`src/rtl/apb_req_arbiter.sv`:
```
// Round-robin arbiter sharing one APB master command port among NUM_REQ requesters.
// A stalled slave is timed out in WAIT; the late response is then drained without an ack.
//   state | meaning
//   IDLE  | arbitrate pending requests, latch winner's command
//   ISSUE | one-cycle transfer pulse to the master
//   WAIT  | hold command, wait for ready or timeout
//   DRAIN | requester already released, swallow the late ready
module apb_req_arbiter #(
  parameter int NUM_REQ = 2,
  parameter int TIMEOUT = 255,
  parameter int CNT_W   = 8
) (
  input  logic                   PCLK,
  input  logic                   PRESET,
  input  logic [NUM_REQ-1:0]     req_valid,
  input  logic [NUM_REQ-1:0]     req_write,
  input  logic [NUM_REQ*32-1:0]  req_addr,
  input  logic [NUM_REQ*32-1:0]  req_wdata,
  output logic [NUM_REQ-1:0]     req_ack,
  output logic [NUM_REQ-1:0]     req_err,
  output logic [31:0]            req_rdata,
  output logic                   busy,
  output logic                   transfer,
  output logic                   write,
  output logic [31:0]            addr,
  output logic [31:0]            wdata,
  input  logic                   ready,
  input  logic [31:0]            rdata
);
  localparam int IDX_W = (NUM_REQ > 1) ? $clog2(NUM_REQ) : 1;
  localparam logic [IDX_W-1:0] LAST_RST   = IDX_W'(NUM_REQ - 1);
  localparam logic [CNT_W-1:0] TIMER_LAST = (TIMEOUT == 0) ? '0 : CNT_W'(TIMEOUT - 1);

  typedef enum logic [1:0] {IDLE, ISSUE, WAIT, DRAIN} state_t;

  state_t             state_q, state_d;
  logic [IDX_W-1:0]   grant_q, grant_d, last_q, last_d;
  logic [CNT_W-1:0]   timer_q, timer_d;
  logic               write_q, write_d;
  logic [31:0]        addr_q, addr_d, wdata_q, wdata_d, rdata_q, rdata_d;
  logic [NUM_REQ-1:0] ack_q, ack_d, err_q, err_d;

  logic               found;
  logic [IDX_W-1:0]   pick, cand;
  logic [31:0]        sel_addr, sel_wdata;

  // Scan starts one past the last completed grant, so the previous winner goes last.
  always_comb begin
    found = 1'b0;
    pick  = '0;
    cand  = '0;
    for (int k = 1; k <= NUM_REQ; k++) begin
      cand = IDX_W'((int'(last_q) + k) % NUM_REQ);
      if (!found && req_valid[cand]) begin
        found = 1'b1;
        pick  = cand;
      end
    end
  end

  always_comb begin
    sel_addr  = '0;
    sel_wdata = '0;
    for (int i = 0; i < NUM_REQ; i++) begin
      if (pick == IDX_W'(i)) begin
        sel_addr  = req_addr[32*i +: 32];
        sel_wdata = req_wdata[32*i +: 32];
      end
    end
  end

  always_comb begin
    state_d = state_q;
    grant_d = grant_q;
    last_d  = last_q;
    timer_d = timer_q;
    write_d = write_q;
    addr_d  = addr_q;
    wdata_d = wdata_q;
    rdata_d = rdata_q;
    ack_d   = '0;
    err_d   = '0;
    case (state_q)
      IDLE: begin
        if (found) begin
          grant_d = pick;
          write_d = req_write[pick];
          addr_d  = sel_addr;
          wdata_d = sel_wdata;
          state_d = ISSUE;
        end
      end
      ISSUE: begin
        timer_d = '0;
        state_d = WAIT;
      end
      WAIT: begin
        // ready takes precedence over a timeout expiring in the same cycle
        if (ready) begin
          if (!write_q) rdata_d = rdata;
          ack_d[grant_q] = 1'b1;
          last_d         = grant_q;
          state_d        = IDLE;
        end else if (TIMEOUT != 0 && timer_q == TIMER_LAST) begin
          ack_d[grant_q] = 1'b1;
          err_d[grant_q] = 1'b1;
          last_d         = grant_q;
          state_d        = DRAIN;
        end else begin
          timer_d = timer_q + CNT_W'(1);
        end
      end
      DRAIN: begin
        if (ready) state_d = IDLE;
      end
      default: state_d = IDLE;
    endcase
  end

  always_ff @(posedge PCLK or posedge PRESET) begin
    if (PRESET) begin
      state_q <= IDLE;
      grant_q <= '0;
      last_q  <= LAST_RST;
      timer_q <= '0;
      write_q <= 1'b0;
      addr_q  <= '0;
      wdata_q <= '0;
      rdata_q <= '0;
      ack_q   <= '0;
      err_q   <= '0;
    end else begin
      state_q <= state_d;
      grant_q <= grant_d;
      last_q  <= last_d;
      timer_q <= timer_d;
      write_q <= write_d;
      addr_q  <= addr_d;
      wdata_q <= wdata_d;
      rdata_q <= rdata_d;
      ack_q   <= ack_d;
      err_q   <= err_d;
    end
  end

  assign transfer  = (state_q == ISSUE);
  assign busy      = (state_q != IDLE);
  assign write     = write_q;
  assign addr      = addr_q;
  assign wdata     = wdata_q;
  assign req_ack   = ack_q;
  assign req_err   = err_q;
  assign req_rdata = rdata_q;

endmodule

```
`config.mk`:
```
export PLATFORM = sky130hd
export DESIGN_NAME = apb_req_arbiter
export DESIGN_NICKNAME = d
export VERILOG_FILES = /design/src/rtl/apb_req_arbiter.sv
export SDC_FILE = /design/constraint.sdc
export NUM_CORES = 1
export LEC_CHECK = 0
export ABC_AREA = 1
export CELL_PAD_IN_SITES_DETAIL_PLACEMENT = 1
export CELL_PAD_IN_SITES_GLOBAL_PLACEMENT = 2
export CORE_MARGIN = 3
export CORE_UTILIZATION = 22
export CTS_BUF_LIST = sky130_fd_sc_hd__clkbuf_4 sky130_fd_sc_hd__clkbuf_8 sky130_fd_sc_hd__clkbuf_16
export DETAILED_ROUTE_END_ITERATION = 16
export PLACE_DENSITY_LB_ADDON = 0.1
export SYNTH_ARGS = -nofsm -noshare
export SYNTH_HDL_FRONTEND = slang
export SYNTH_SLANG_ARGS = --single-unit
```
`constraint.sdc`:
```
create_clock -name PCLK -period 5.3 [get_ports PCLK]
set_clock_uncertainty 0.1 [all_clocks]
set_input_delay 1.59 -clock PCLK [delete_from_list [all_inputs] [get_ports PCLK]]
set_output_delay 1.59 -clock PCLK [all_outputs]
set_load 0.01 [all_outputs]
```
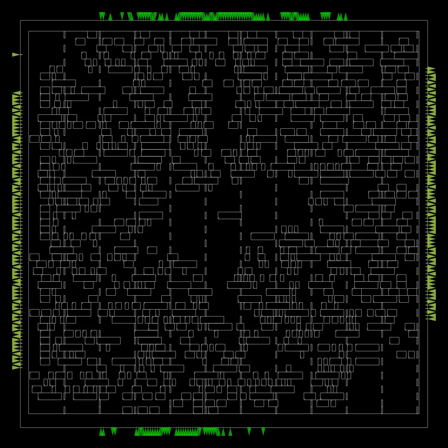
**Above:** cell placement.
Cell Count, Final, Fillers Out: 1,125
number of tap cells added at floorplan: 313
area of the placeable core: 22,800 sq um
fin util: 0.381

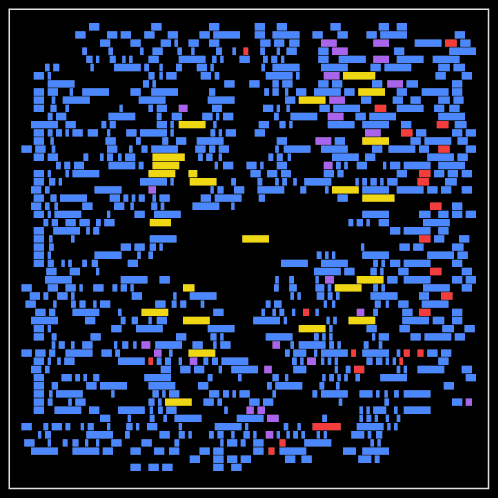
**Above:** drive-strength map.
Scale: 3 px per um.
| size | colour | cells | most used |
|---|---|---|---|
| x1 and smaller | blue | 740 | clkdlybuf4s50_1 |
| x3 and x4 | purple | 26 | mux2_4 |
| x2 | red | 23 | mux2_2 |
| x6 and larger | yellow | 23 | clkbuf_16 |
Final Cell Area: 8710 sq um
area growth from synthesis to final layout: 68.6%

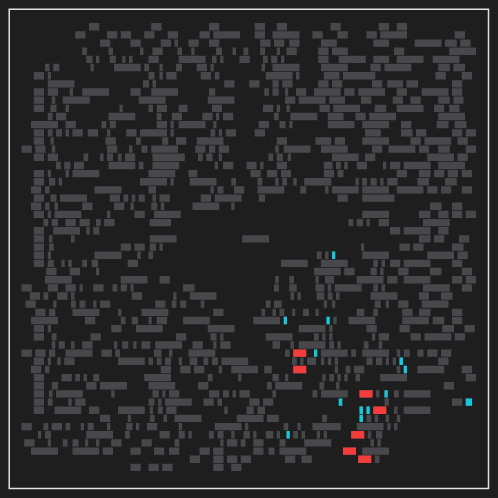
**Above:** gate-type map.
Scale: 3 px per um.
| family | colour | cells | where |
|---|---|---|---|
| inv cells | cyan | 13 | lower right |
| fa/ha/maj cells | red | 7 | lower right |
combinational share of cell area: 0.238
most instantiated logic cell after routing: sky130_fd_sc_hd__clkdlybuf4s50_1

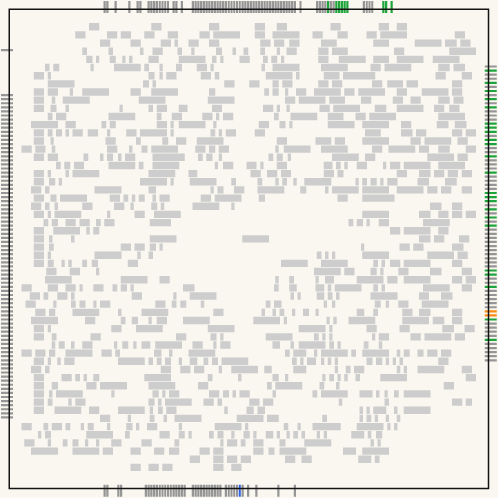
**Above:** ports around the boundary.
Scale: 3 px per um. Pins as bars across the die edge, other pins in grey.
| port | colour | pins | direction | edge |
|---|---|---|---|---|
| `req_err` | orange | 2 | output | right |
| `busy` | blue | 1 | output | bottom |
| `req_rdata` | green | 32 | output | 23 right, 9 top |
all pins by edge: 81 left, 75 top, 73 right, 41 bottom
tally of buffers added on design ports: 269
horizontal extent of the die: 159 um
height of the die: 159 um

==> results.txt <==
Results of an implementation run.

Routability-driven placement finished with a final weighted congestion of 0.746. The final number of max-transition violations is 0. The number of nets in the layout is 973. Hold analysis shows the worst path with a depth of 1. Recorded from the global router log, the overflow total was 0. The pin count of the biggest net entering global routing is 79.

In this run the cell area of the synthesized design comes to 5170 sq um. The fraction of final cell area spent on non-clock buffers in this run is 0.316. The post-placement cell area is 8100 sq um.

After routing, the total negative slack on setup checks comes to 0 ns. The worst setup path is captured at an output pin. In the synthesized netlist, the cells that appear most often are sky130_fd_sc_hd__dfrtp_1, sky130_fd_sc_hd__nand2_1, sky130_fd_sc_hd__nor2_1, sky130_fd_sc_hd__nand3_1, sky130_fd_sc_hd__a31oi_1.

The first-pass detailed-route iteration total is 4. The count of nets left with antenna violations after detail routing is 0. The number of failing hold endpoints at the final stage is 0. The type of the most critical hold path is flip-flop to flip-flop. The met3 wire length is 1730 um. The sequential cell count is 113.

The layout has 17 clock buffers. After detailed routing, the average wire length per cell comes to roughly 18 um. The shortest period the worst path allows is 3.61 ns.

Setup repair after global routing left no endpoint under its margin. The synthesized netlist has a Yosys-reported chip area of just over 5000 sq um. Leaving out buffers and inverters, the combinational logic in the layout accounts for 2070 sq um. The power density over the cells is 544 nW/um^2. IR analysis of the VDD net gives a maximum drop of about 180 uV.

The number of logic inverters in the finished layout is 13. The switching portion of total power comes to 0.344. Yosys mapped a number of flops with a built-in enable equal to 0. The hold path endpoint is req_rdata[15]. The worst register-to-register path depth is 6.

The type of the setup path with the least slack is flip-flop to output pin. The first global-routing pass estimated roughly 31,000 um of wire. The flow ran to the end, and the final reports show no timing, DRC or antenna violations.

The number of nets at floorplan is 718. The met1 capacity usage during global routing is 0.183. Of all nets on the critical path, the largest fanout is 4.

The die footprint is 25,400 sq um. Yosys attributes the largest share of cell area to sky130_fd_sc_hd__dfrtp_1, sky130_fd_sc_hd__a31oi_1, sky130_fd_sc_hd__nand2_1, sky130_fd_sc_hd__nand3_1, sky130_fd_sc_hd__nor2_1. The area fraction of the largest cell type after synthesis is 0.542. The number of hold buffers added after CTS is 0. The average footprint of a synthesized cell is 9.50 sq um. The CTS tree is built. The launch point of the worst hold path is req_rdata[15].

The floorplan has 55 rows. For this run, the leading register cell type out of synthesis is sky130_fd_sc_hd__dfrtp_1. Ranking logic cells in the layout by count gives the top entries sky130_fd_sc_hd__clkdlybuf4s50_1, sky130_fd_sc_hd__dfrtp_1, sky130_fd_sc_hd__nand2_1. Per the OpenROAD timing report, the critical path contains 4 cells. In the power breakdown, the biggest contributor is combinational cells.

The power report lists cell-internal power as 3.11 mW. Detailed routing inserted a total of ~5,000 vias. The share of cells above drive strength 1 is 0.0887.
No activity file was given, so power comes from the tool's default toggle rates.
